--- src/rtl/module_frame_rx_pkg.sv ---
// Shared UART frame-format constants, parameter defaults and bit-receiver state type
// for the module-side frame receiver.
package module_frame_rx_pkg;

  localparam int UART_DATA_BITS   = 8;
  localparam bit UART_PARITY_EVEN = 1'b1;
  localparam int UART_STOP_BITS   = 1;

  localparam int DEF_CLKS_PER_BIT  = 208;
  localparam int DEF_NUM_OF_PHASES = 3;
  localparam int DEF_TIMEOUT_CLKS  = 4160;

  typedef enum logic [2:0] {
    RX_IDLE   = 3'd0,
    RX_START  = 3'd1,
    RX_DATA   = 3'd2,
    RX_PARITY = 3'd3,
    RX_STOP   = 3'd4
  } rx_state_t;

  // Parity bit the sender must transmit for a given data byte.
  function automatic logic parity_bit(input logic [UART_DATA_BITS-1:0] d);
    return UART_PARITY_EVEN ? ^d : ~^d;
  endfunction

endpackage

--- src/rtl/module_frame_rx_bit_rx.sv ---
// UART bit receiver: rx synchronizer, start/data/parity/stop FSM and byte check.
// Emits a one-cycle byte_ok or byte_bad at the stop-bit centre.
module uart_bit_rx
  import module_frame_rx_pkg::*;
#(
  parameter int CLKS_PER_BIT = DEF_CLKS_PER_BIT
) (
  input  logic                      clk,
  input  logic                      reset,
  input  logic                      rx,
  output logic [UART_DATA_BITS-1:0] rx_byte,
  output logic                      byte_ok,
  output logic                      byte_bad,
  output logic                      parity_fail,
  output logic                      stop_fail,
  output rx_state_t                 state_dbg
);

  localparam int CW = (CLKS_PER_BIT > 2) ? $clog2(CLKS_PER_BIT) : 1;
  localparam int BW = $clog2(UART_DATA_BITS);
  localparam logic [CW-1:0] BIT_LAST  = CW'(CLKS_PER_BIT - 1);
  localparam logic [CW-1:0] HALF_LAST = CW'(CLKS_PER_BIT / 2 - 1);
  localparam logic [BW-1:0] IDX_LAST  = BW'(UART_DATA_BITS - 1);

  logic rx_meta, rx_sync, rx_prev;
  logic rx_fall;

  rx_state_t state, state_next;
  logic [CW-1:0] cnt;
  logic [BW-1:0] bit_idx;
  logic [UART_DATA_BITS-1:0] shreg;
  logic par_q;

  logic bit_tick, half_tick;
  logic cnt_clr, done, pf_c, sf_c;

  assign rx_fall   = rx_prev & ~rx_sync;
  assign bit_tick  = (cnt == BIT_LAST);
  assign half_tick = (cnt == HALF_LAST);
  assign state_dbg = state;

  // Line idles high, so the synchronizer presets to 1 to avoid a false start.
  always_ff @(posedge clk or posedge reset) begin
    if (reset) begin
      rx_meta <= 1'b1;
      rx_sync <= 1'b1;
      rx_prev <= 1'b1;
    end else begin
      rx_meta <= rx;
      rx_sync <= rx_meta;
      rx_prev <= rx_sync;
    end
  end

  always_ff @(posedge clk or posedge reset) begin
    if (reset) state <= RX_IDLE;
    else       state <= state_next;
  end

  always_comb begin
    state_next = state;
    cnt_clr    = (state == RX_IDLE);
    done       = 1'b0;
    case (state)
      RX_IDLE: begin
        if (rx_fall) state_next = RX_START;
      end
      RX_START: begin
        if (half_tick) begin
          cnt_clr    = 1'b1;
          state_next = rx_sync ? RX_IDLE : RX_DATA;
        end
      end
      RX_DATA: begin
        if (bit_tick) begin
          cnt_clr = 1'b1;
          if (bit_idx == IDX_LAST) state_next = RX_PARITY;
        end
      end
      RX_PARITY: begin
        if (bit_tick) begin
          cnt_clr    = 1'b1;
          state_next = RX_STOP;
        end
      end
      RX_STOP: begin
        if (bit_tick) begin
          cnt_clr    = 1'b1;
          done       = 1'b1;
          state_next = RX_IDLE;
        end
      end
      default: state_next = RX_IDLE;
    endcase
  end

  assign pf_c = done && (par_q != parity_bit(shreg));
  assign sf_c = done && !rx_sync;

  always_ff @(posedge clk or posedge reset) begin
    if (reset) begin
      cnt         <= '0;
      bit_idx     <= '0;
      shreg       <= '0;
      par_q       <= 1'b0;
      rx_byte     <= '0;
      byte_ok     <= 1'b0;
      byte_bad    <= 1'b0;
      parity_fail <= 1'b0;
      stop_fail   <= 1'b0;
    end else begin
      cnt <= cnt_clr ? '0 : cnt + CW'(1);
      if (state == RX_START) bit_idx <= '0;
      if (state == RX_DATA && bit_tick) begin
        shreg   <= {rx_sync, shreg[UART_DATA_BITS-1:1]};
        bit_idx <= bit_idx + BW'(1);
      end
      if (state == RX_PARITY && bit_tick) par_q <= rx_sync;
      if (done) rx_byte <= shreg;
      byte_ok     <= done & ~pf_c & ~sf_c;
      byte_bad    <= pf_c | sf_c;
      parity_fail <= pf_c;
      stop_fail   <= sf_c;
    end
  end

endmodule

--- src/rtl/module_frame_rx.sv ---
// Power-module frame receiver: assembles NUM_OF_PHASES bytes into a pending frame
// and applies it to phase_val on the synchronized rising edge of shoot.
module module_frame_rx
  import module_frame_rx_pkg::*;
#(
  parameter int CLKS_PER_BIT  = DEF_CLKS_PER_BIT,
  parameter int NUM_OF_PHASES = DEF_NUM_OF_PHASES,
  parameter int TIMEOUT_CLKS  = DEF_TIMEOUT_CLKS
) (
  input  logic                       clk,
  input  logic                       reset,
  input  logic                       rx,
  input  logic                       shoot,
  output logic [8*NUM_OF_PHASES-1:0] phase_val,
  output logic                       out_valid,
  output logic                       frame_pending,
  output logic                       err_parity,
  output logic                       err_frame,
  output rx_state_t                  rx_state_dbg
);

  localparam int FW = 8 * NUM_OF_PHASES;
  localparam int IW = (NUM_OF_PHASES > 1) ? $clog2(NUM_OF_PHASES) : 1;
  localparam int TW = $clog2(TIMEOUT_CLKS + 1);
  localparam logic [IW-1:0] IDX_LAST = IW'(NUM_OF_PHASES - 1);
  localparam logic [TW-1:0] TO_LAST  = TW'(TIMEOUT_CLKS - 1);
  localparam logic [TW-1:0] TO_SAT   = TW'(TIMEOUT_CLKS);

  logic [7:0] rx_byte;
  logic byte_ok, byte_bad, parity_fail, stop_fail;

  uart_bit_rx #(.CLKS_PER_BIT(CLKS_PER_BIT)) u_bit_rx (
    .clk         (clk),
    .reset       (reset),
    .rx          (rx),
    .rx_byte     (rx_byte),
    .byte_ok     (byte_ok),
    .byte_bad    (byte_bad),
    .parity_fail (parity_fail),
    .stop_fail   (stop_fail),
    .state_dbg   (rx_state_dbg)
  );

  logic shoot_meta, shoot_sync, shoot_prev, shoot_edge;
  logic [IW-1:0] idx;
  logic [FW-1:0] stage, stage_next, pending;
  logic [TW-1:0] idle_cnt;
  logic last_byte, timeout;

  // Edge is registered so the apply lands 4 clocks after the shoot pin rises.
  always_ff @(posedge clk or posedge reset) begin
    if (reset) begin
      shoot_meta <= 1'b0;
      shoot_sync <= 1'b0;
      shoot_prev <= 1'b0;
      shoot_edge <= 1'b0;
    end else begin
      shoot_meta <= shoot;
      shoot_sync <= shoot_meta;
      shoot_prev <= shoot_sync;
      shoot_edge <= shoot_sync & ~shoot_prev;
    end
  end

  always_comb begin
    stage_next = stage;
    stage_next[8*int'(idx) +: 8] = rx_byte;
  end

  assign last_byte = byte_ok && (idx == IDX_LAST);
  assign timeout   = (idx != '0) && (idle_cnt == TO_LAST) && !byte_ok && !byte_bad;

  always_ff @(posedge clk or posedge reset) begin
    if (reset) begin
      idx      <= '0;
      stage    <= '0;
      pending  <= '0;
      idle_cnt <= '0;
    end else begin
      if (byte_ok)                 idle_cnt <= '0;
      else if (idle_cnt != TO_SAT) idle_cnt <= idle_cnt + TW'(1);

      if (byte_bad) begin
        idx <= '0;
      end else if (byte_ok) begin
        stage <= stage_next;
        if (last_byte) begin
          pending <= stage_next;
          idx     <= '0;
        end else begin
          idx <= idx + IW'(1);
        end
      end else if (timeout) begin
        idx <= '0;
      end
    end
  end

  // A completing frame wins over a same-cycle shoot clearing frame_pending;
  // the shoot still applies the previously pending contents.
  always_ff @(posedge clk or posedge reset) begin
    if (reset) begin
      phase_val     <= '0;
      out_valid     <= 1'b0;
      frame_pending <= 1'b0;
      err_parity    <= 1'b0;
      err_frame     <= 1'b0;
    end else begin
      if (shoot_edge && frame_pending) begin
        phase_val <= pending;
        out_valid <= 1'b1;
      end
      if (last_byte)       frame_pending <= 1'b1;
      else if (shoot_edge) frame_pending <= 1'b0;
      if (byte_bad && parity_fail)           err_parity <= 1'b1;
      if ((byte_bad && stop_fail) || timeout) err_frame <= 1'b1;
    end
  end

endmodule

--- config.mk ---
export PLATFORM = sky130hd
export DESIGN_NAME = module_frame_rx
export DESIGN_NICKNAME = d
export VERILOG_FILES = /design/src/rtl/module_frame_rx_pkg.sv /design/src/rtl/module_frame_rx_bit_rx.sv /design/src/rtl/module_frame_rx.sv
export SDC_FILE = /design/constraint.sdc
export NUM_CORES = 1
export LEC_CHECK = 0
export CORE_UTILIZATION = 40
export DETAILED_ROUTE_END_ITERATION = 12
export GPL_TIMING_DRIVEN = 0
export SLEW_MARGIN = 20
export SYNTH_ARGS = -nofsm -noshare
export SYNTH_HDL_FRONTEND = slang
export SYNTH_SLANG_ARGS = --single-unit
--- constraint.sdc ---
create_clock -name clk -period 6.2 [get_ports clk]
set_input_delay 1.86 -clock clk [delete_from_list [all_inputs] [get_ports clk]]
set_output_delay 1.86 -clock clk [all_outputs]
set_load 0.02 [all_outputs]
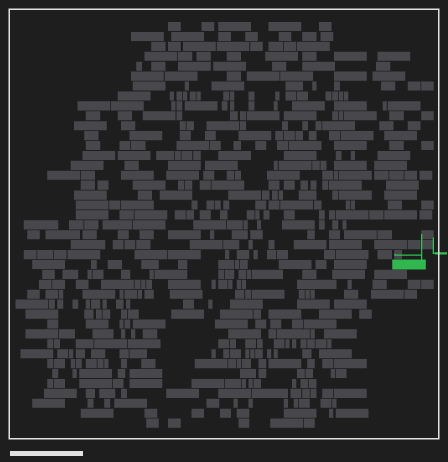
Run 1: nets reached from selected ports
The bar under the picture is 20 um long.
legend:
  `out_valid`:
    colour: green
    bits: 1
    direction: output
    edge: east
    end_cells: 1
    buffers: 1
    wire: 21.2 um

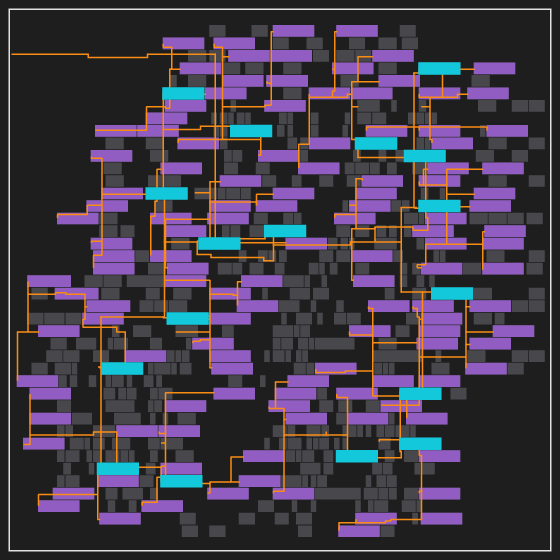
Run 1: routed clock nets over the placement
legend:
  clock wires:
    colour: orange
    length: 1500 um
  cells driving clock nets:
    colour: cyan
    count: 17
  flip-flops:
    colour: purple
    count: 125
routed clock nets: 18
flops lie: spread over the die

==> flow_results.org, run 1 <==
#+TITLE: Physical design notes

** Yosys
- For reference, full adder, half adder and majority cells occupy 2.11% of the area reported after synthesis.
- Yosys reported that registers with async set or reset make up 100%.
- Dominant kind of combinational cell :: simple AND/OR/NAND/NOR gates
- The synthesized netlist occupies a cell area of 0.00533 sq mm.
- Complex-gate fraction of the synthesized area :: 9.91%
- Share of cell area taken by muxes after synthesis :: under 10%
- In the synthesized netlist, the cells that appear most often are 122 x sky130_fd_sc_hd__dfrtp_1, 41 x sky130_fd_sc_hd__mux2_2, 31 x sky130_fd_sc_hd__nand2_1.
- Seq share, synth :: 58.8%
- Flops & latches, synth :: 125

** Worst setup path
- The timing report shows that the slowest cell on the worst path is sky130_fd_sc_hd__clkdlybuf4s50_1.
- The critical path in this run is classified as reg2out.
- Per the timing report, the biggest fanout along the worst path comes to 2.
- The worst setup path is captured at an output pin.
- Peak per-stage delay on the critical path :: 0.62 ns

** Timing
- Of the available clock period, the critical path in the final layout requires 52.9%.
- After layout, the worst setup slack is between 2 and 3 ns.
- The final max-slew violation count recorded for this run is 0.
- Setup Skew :: roughly 0.0066 ns
- Setup TNS :: 0 ns

** Route
- The violation tally recorded at the end of detailed-routing iteration 0 is 146.
- Top routing layer in use :: met4
- Via count :: 3394
- For this run, design rule violations remaining after detail routing come to 0.
- Avg Vias per Cell :: 5.06
- Initial DRT Pass Iterations :: 4

** Pwr
- Leakage :: just over 3 nW

** Placed design
- Note, the detailed placer reported a final HPWL of 6600 um.
- Routability-driven placement finished with a final weighted congestion of 0.785.
- Number of port buffers :: 34

** Floorplanning
- Std-Cell Core Area :: about 0.013 sq mm
- Measured along the x axis, the die boundary spans 117 um.
- 35 I/O pins were placed.
- Core Density at Floorplan :: 41.6%
- The floorplan step defined a die boundary enclosing between 0.01 and 0.015 sq mm.
- Height of the die :: around 120 um

** Global routing
- Global routing used 24.7% of the available met2 tracks.
- For met3 alone, demand over resource in global routing was 3.94%.
- Number of global-route vias before repair :: 3514
- Per the GRT congestion report, total overflow comes to 0.
- met1 track demand over resource after global routing is 19.8%.

** Clock network
- In this run the deepest clock path goes through 2 buffers.
- Clock insertion delay at the later pin of the skew report :: ~0.4 ns
- Number of clock buffers inserted by TritonCTS :: 17
- The number of hold buffers added after CTS was 0.

** Worst hold path
- The min-delay analysis places its worst path in the category reg2reg.

** Status
- Status :: finished clean

** Layout
- Total Nets Final :: 500
- Per the final layout report, the fraction of cells sized above drive strength 1 comes to 19.2%.
- 0 antenna diodes ended up in the layout.

** Flow run
- Number of max-capacitance violations reported :: 0
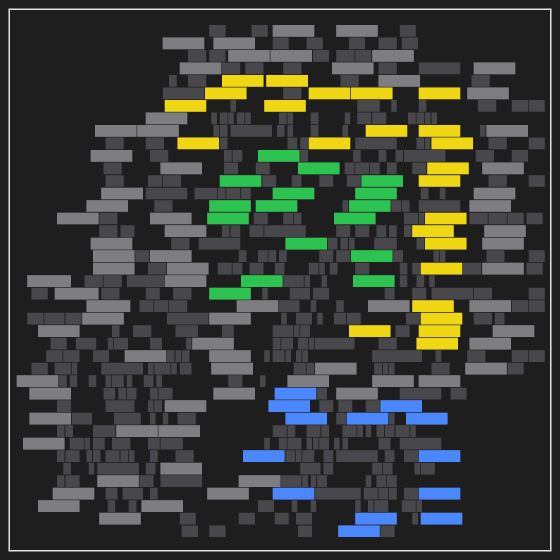
Run 1: sequential cells grouped by signal name
Other sequential cells in the stronger grey, the rest of the logic in the fainter grey.
legend:
  `pending`:
    colour: yellow
    flops: 24
  `idle_cnt`:
    colour: blue
    flops: 13
  `stage`:
    colour: green
    flops: 16

-- run 1: through the flow --
| step | power (W) | hold WS [ns] | area, sq um | instances |
|---|---|---|---|---|
| 3_3_place_gp | 0.000961 | 0.338 | 5880 | 639 |
| 5_1_grt | 0.00197 | 0.358 | 6490 | 671 |
| 2_1_floorplan | 0.000942 | 0.331 | 5330 | 433 |
| 6_report | 0.00189 | 0.345 | 6490 | 671 |
| 3_5_place_dp | 0.000967 | 0.337 | 5920 | 640 |
| 4_1_cts | 0.00192 | 0.349 | 6490 | 671 |
-- run 1: cells in the final DEF, fill, tap and decap left out, types with 4 or more instances in the layout --
| master | instances |
|---|---|
| sky130_fd_sc_hd__and3_1 | 4 |
| sky130_fd_sc_hd__mux2_2 | 41 |
| sky130_fd_sc_hd__nand2_1 | 31 |
| sky130_fd_sc_hd__clkbuf_16 | 17 |
| sky130_fd_sc_hd__o21ai_0 | 18 |
| sky130_fd_sc_hd__inv_1 | 7 |
| sky130_fd_sc_hd__nor2b_1 | 19 |
| sky130_fd_sc_hd__buf_2 | 5 |
| sky130_fd_sc_hd__dfrtp_1 | 122 |
| sky130_fd_sc_hd__nor2_1 | 22 |
| sky130_fd_sc_hd__nand3b_1 | 4 |
| sky130_fd_sc_hd__ha_1 | 9 |
| sky130_fd_sc_hd__a21oi_1 | 21 |
| sky130_fd_sc_hd__clkbuf_1 | 13 |
| sky130_fd_sc_hd__xnor2_1 | 9 |
| sky130_fd_sc_hd__nor3_1 | 8 |
| sky130_fd_sc_hd__and2_1 | 5 |
| sky130_fd_sc_hd__a22o_1 | 24 |
| sky130_fd_sc_hd__clkbuf_8 | 6 |
| sky130_fd_sc_hd__nand4_1 | 6 |
| sky130_fd_sc_hd__nand3_1 | 8 |
| sky130_fd_sc_hd__xor2_1 | 14 |
| sky130_fd_sc_hd__clkdlybuf4s50_1 | 34 |
| sky130_fd_sc_hd__clkinv_2 | 4 |
-- run 1: state kept, by name (all words and copies together) (netlist names), 2 cells and up --
name	cells
pending	24
phase_val	24
stage	16
idle_cnt	13
u_bit_rx.cnt	8
u_bit_rx.rx_byte	8
u_bit_rx.shreg	8
u_bit_rx.bit_idx	3
u_bit_rx.state_dbg	3
idx	2
-- run 1: report_power, final --
part	internal, W	switching [W]	total [W]	leakage (nW)
Sequential	0.000843	0.0000240	0.000867	1.70
Clock	0.000609	0.000329	0.000939	0.285
Combinational	0.0000378	0.0000469	0.0000847	1.05
Total	0.00149	0.000400	0.00189	3.04
-- run 1: final timing paths --
check	cells after the start	startpoint	slack [ns]	endpoint
worst max-delay path	1	err_parity	2.92	err_parity
worst min-delay path	0	shoot_meta	0.35	shoot_sync
max in group asynchronous	3	reset	3.59	u_bit_rx.rx_prev
min in group asynchronous	2	reset	1.86	idle_cnt[1]
worst max register to register	7	idx[0]	3.94	stage[6]
worst min register to register	0	shoot_meta	0.35	shoot_sync
-- run 1: area by class of cell --
type	count	area (sq um)
inverter	8	35.0
clock buffer	25	515
timing repair buffer	35	368
tap	172	215
sequential	125	3130
fill	1146	6330
clock inverter	6	57.6
multi-input combinational	278	2050
buffer	22	113
==> inputs of run 2 (changes only) <==
==> constraint.sdc (replaced) <==
create_clock -name clk -period 2.85 [get_ports clk]
set_input_delay 0.855 -clock clk [delete_from_list [all_inputs] [get_ports clk]]
set_output_delay 0.855 -clock clk [all_outputs]
set_load 0.02 [all_outputs]
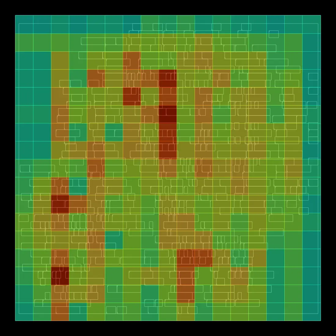
Run 2: track usage over the die
highest-utilization routing layer at the global route stage: met2
final cell utilization of the core: 51.6%
met3 Track Usage GR: 5.16%

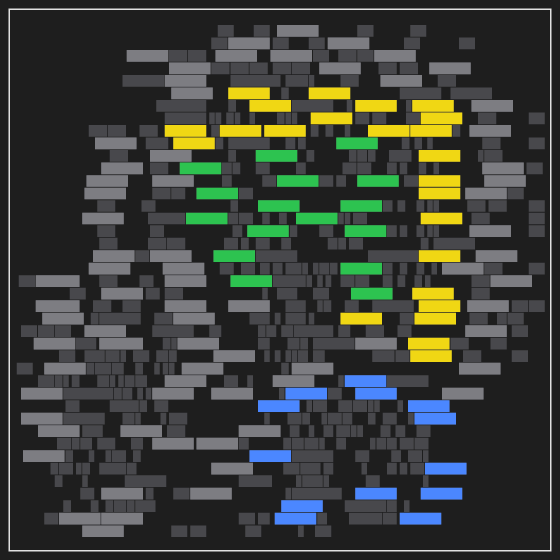
Run 2: sequential cells grouped by signal name
Other sequential cells in the stronger grey, the rest of the logic in the fainter grey.
legend:
  `pending`:
    colour: yellow
    flops: 24
  `stage`:
    colour: green
    flops: 16
  `idle_cnt`:
    colour: blue
    flops: 13
not coloured: 72

==> run 2 against run 1 <==
  * Non-clock buffer count grew 2
  * Area after synthesis is the same
  * Total power grew 140%
  * Hold slack gained 0.0074 ns
  * Combinational power grew 130%
  * Routed wire length grew 3.0%
==> flow_results.org, run 2 <==
#+TITLE: Physical design notes

** Route
- Top routing layer in use :: met4 (unchanged)
- Iteration-0 DRC Markers :: 123 (was 146)
- Initial DRT Pass Iterations :: 6 (was 4)
- The detailed-route vias per instance was 5.04 (was 5.06).
- The total number of vias came to 3394 (unchanged).
- DRC violation count after routing :: 0 (unchanged)

** Worst setup path
- R2r endpoint :: stage[0] (was stage[6])
- Critical path endpoint category :: output pin (unchanged)
- The count of buffering cells on the critical path with inverters included came to 1 (unchanged).
- Number of cells on the worst reg-to-reg path :: 7 (unchanged)
- Library cell contributing the largest single delay on the critical path :: sky130_fd_sc_hd__clkdlybuf4s50_1 (unchanged)
- Beginning of the worst register-to-register path :: idx[0] (unchanged)
- Peak per-stage delay on the critical path :: 0.62 ns (about the same)
- The register-to-register setup slack is 0.60 ns (was 3.94 ns).
- The kind of critical path is reg2out (unchanged).
- Worst-path fanout max :: 2 (unchanged)

** Worst hold path
- Worst hold path class :: reg2reg (unchanged)
- Destination of the worst hold path :: shoot_sync (unchanged)
- The number of cells traversed by the worst hold path came to 0 (unchanged).
- Start point of the worst hold path :: shoot_meta (unchanged)

** Yosys
- List of most frequent post-synthesis cells: 122 x sky130_fd_sc_hd__dfrtp_1, 41 x sky130_fd_sc_hd__mux2_2, 31 x sky130_fd_sc_hd__nand2_1 (unchanged).
- The mux share of post-synthesis cell area was 8.85% (unchanged).
- The post-synth design cell area is 0.00533 sq mm (unchanged).
- Area fraction in full adders, half adders and majority gates :: 2.11% (unchanged)
- Complex-gate fraction of the synthesized area :: 9.91% (unchanged)
- The part of the Yosys area used for sequential elements is 58.8% (unchanged).
- The share of async-settable or async-resettable flops after synthesis came to 100% (unchanged).
- Flops & latches, synth :: 125 (unchanged)

** Layout
- Post-route cell area :: 0.00662 sq mm (was 0.00649 sq mm)
- The fraction of layout cells with a size suffix above 1 came to 19.9% (was 19.2%).
- The number of fill cells in the layout is 1120 (was 1146).
- Largest registers :: pending: 24 flops, phase_val: 24 flops, stage: 16 flops (unchanged)
- The antenna diode instance count was 0 (unchanged).
- Most numerous logic cell after layout :: sky130_fd_sc_hd__dfrtp_1 (unchanged)
- Most used cells in the layout excluding fill and tap cells: 122 x sky130_fd_sc_hd__dfrtp_1, 41 x sky130_fd_sc_hd__mux2_2, 34 x sky130_fd_sc_hd__clkdlybuf4s50_1 (unchanged).
- The tally of non-filler cells in the final layout is 674 (was 671).
- The net count reported at finish is 502 (was 500).
- Post-synthesis to final-layout area growth :: 24.2% (was 21.8%)

** Floorplanning
- Die outline width :: 117 um (unchanged)
- The y dimension of the die was 117 um (unchanged).
- Overall die area :: 0.0138 sq mm (unchanged)
- The area inside the core boundary was 0.0128 sq mm (unchanged).
- The starting density of the core was 41.6% (unchanged).

** Timing
- Of the available clock period, the critical path in the final layout requires 79.9%.
- Setup Skew :: 0.00716 ns (was 0.00660 ns)
- The worst hold slack is 0.353 ns (was 0.345 ns).
- The final count of pins violating max slew came to 0 (unchanged).

** Global routing
- The via count of the first global-routing pass is 3467 (was 3514).
- The remaining global-route overflow came to 0 (unchanged).

** Flow run
- The number of max-cap violations is 0 (unchanged).

** Placed design
- The cell count after placement was 642 (was 640).
- DP Wirelength :: 6810 um (was 6600 um)
- DP Area :: 0.00595 sq mm (was 0.00592 sq mm)
- Placer's final routability congestion estimate :: 0.773 (was 0.785)
- The number of buffers inserted by port buffering is 34 (unchanged).

** Clock network
- # hold bufs at CTS :: 0 (unchanged)
- Number of clock buffers inserted by TritonCTS :: 17 (unchanged)
- CTS Buffer Depth :: 2 (unchanged)
- Clock insertion delay at the later pin of the skew report :: 0.42 ns (was 0.41 ns)
- Number of levels in the clock H-tree :: 4 (unchanged)

** Pwr
- Leakage :: 3.08 nW (was 3.04 nW)

** Status
- Status: finished clean (unchanged).
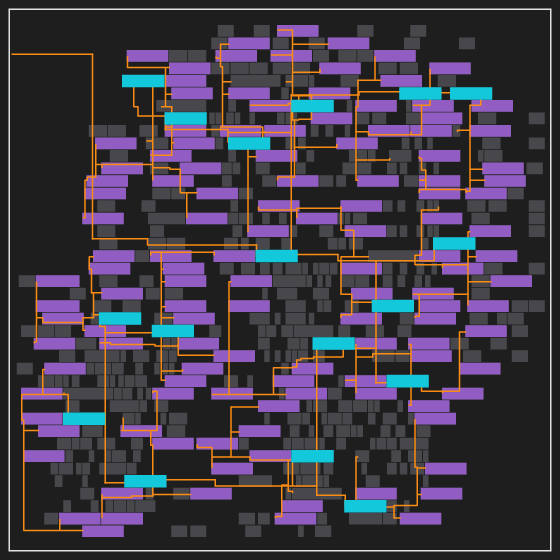
Run 2: routed clock nets over the placement
legend:
  cells driving clock nets:
    colour: cyan
    count: 17
  flip-flops:
    colour: purple
    count: 125
  clock wires:
    colour: orange
    length: 1530 um
routed clock nets: 18
flops lie: spread over the die

-- run 2: cell type report --
type	instances	area (sq um)	share of cell area [%]
plain buffers	22	113	1.70
clock buffers	22	484	7.32
clock inverters	10	184	2.78
inverters	8	33.8	0.511
multi-input cells	278	2050	31.1
flip-flops and latches	125	3130	47.3
well taps	172	215	3.25
repair buffers	37	400	6.05
-- run 2: worst max path at each step --
stage / from / endpoint / depth (start not counted)
finish: err_parity / err_parity / 1
floorplan: reset / err_frame / 1
global route: idx[0] / stage[6] / 7
global placement: reset / phase_val[16] / 2
detailed placement: idx[0] / stage[1] / 7
CTS: frame_pending / frame_pending / 1
-- run 2: cell families after synthesis --
logic type | after synthesis
xor gates and xnor gates | 24
DFF | 125
muxes | 42
AOI/OAI and AO/OA | 76
adders and majority gates | 9
buffers and inverters | 30
and+or+nand+nor | 127
-- run 2: layer usage --
metal / GRT usage, % / vias to the layer above
met5: 0 / -
met4: 6.57 / 0
met3: 5.16 / 14
met2: 25.2 / 45
met1: 20.3 / 1697
li1: - / 1638
-- run 2: stage by stage --
step	power (W)	util, %	setup TNS, ns	setup WS, ns
finish	0.00447	51.6	0	0.573
global placement	0.00209	45.9	-77.31	-0.638
global route	0.00464	51.6	0	0.339
floorplan	0.00205	-	0	0.458
CTS	0.00453	51.6	0	0.542
detailed placement	0.00211	46.4	0	0.590
-- run 2: where the power goes --
| group | leakage [nW] | internal (W) | total (W) | switching [W] |
|---|---|---|---|---|
| Sequential | 1.70 | 0.00183 | 0.00189 | 0.0000540 |
| Combinational | 1.07 | 0.0000867 | 0.000194 | 0.000107 |
| Clock | 0.322 | 0.00164 | 0.00239 | 0.000751 |
Power and IR drop assume default switching activity.
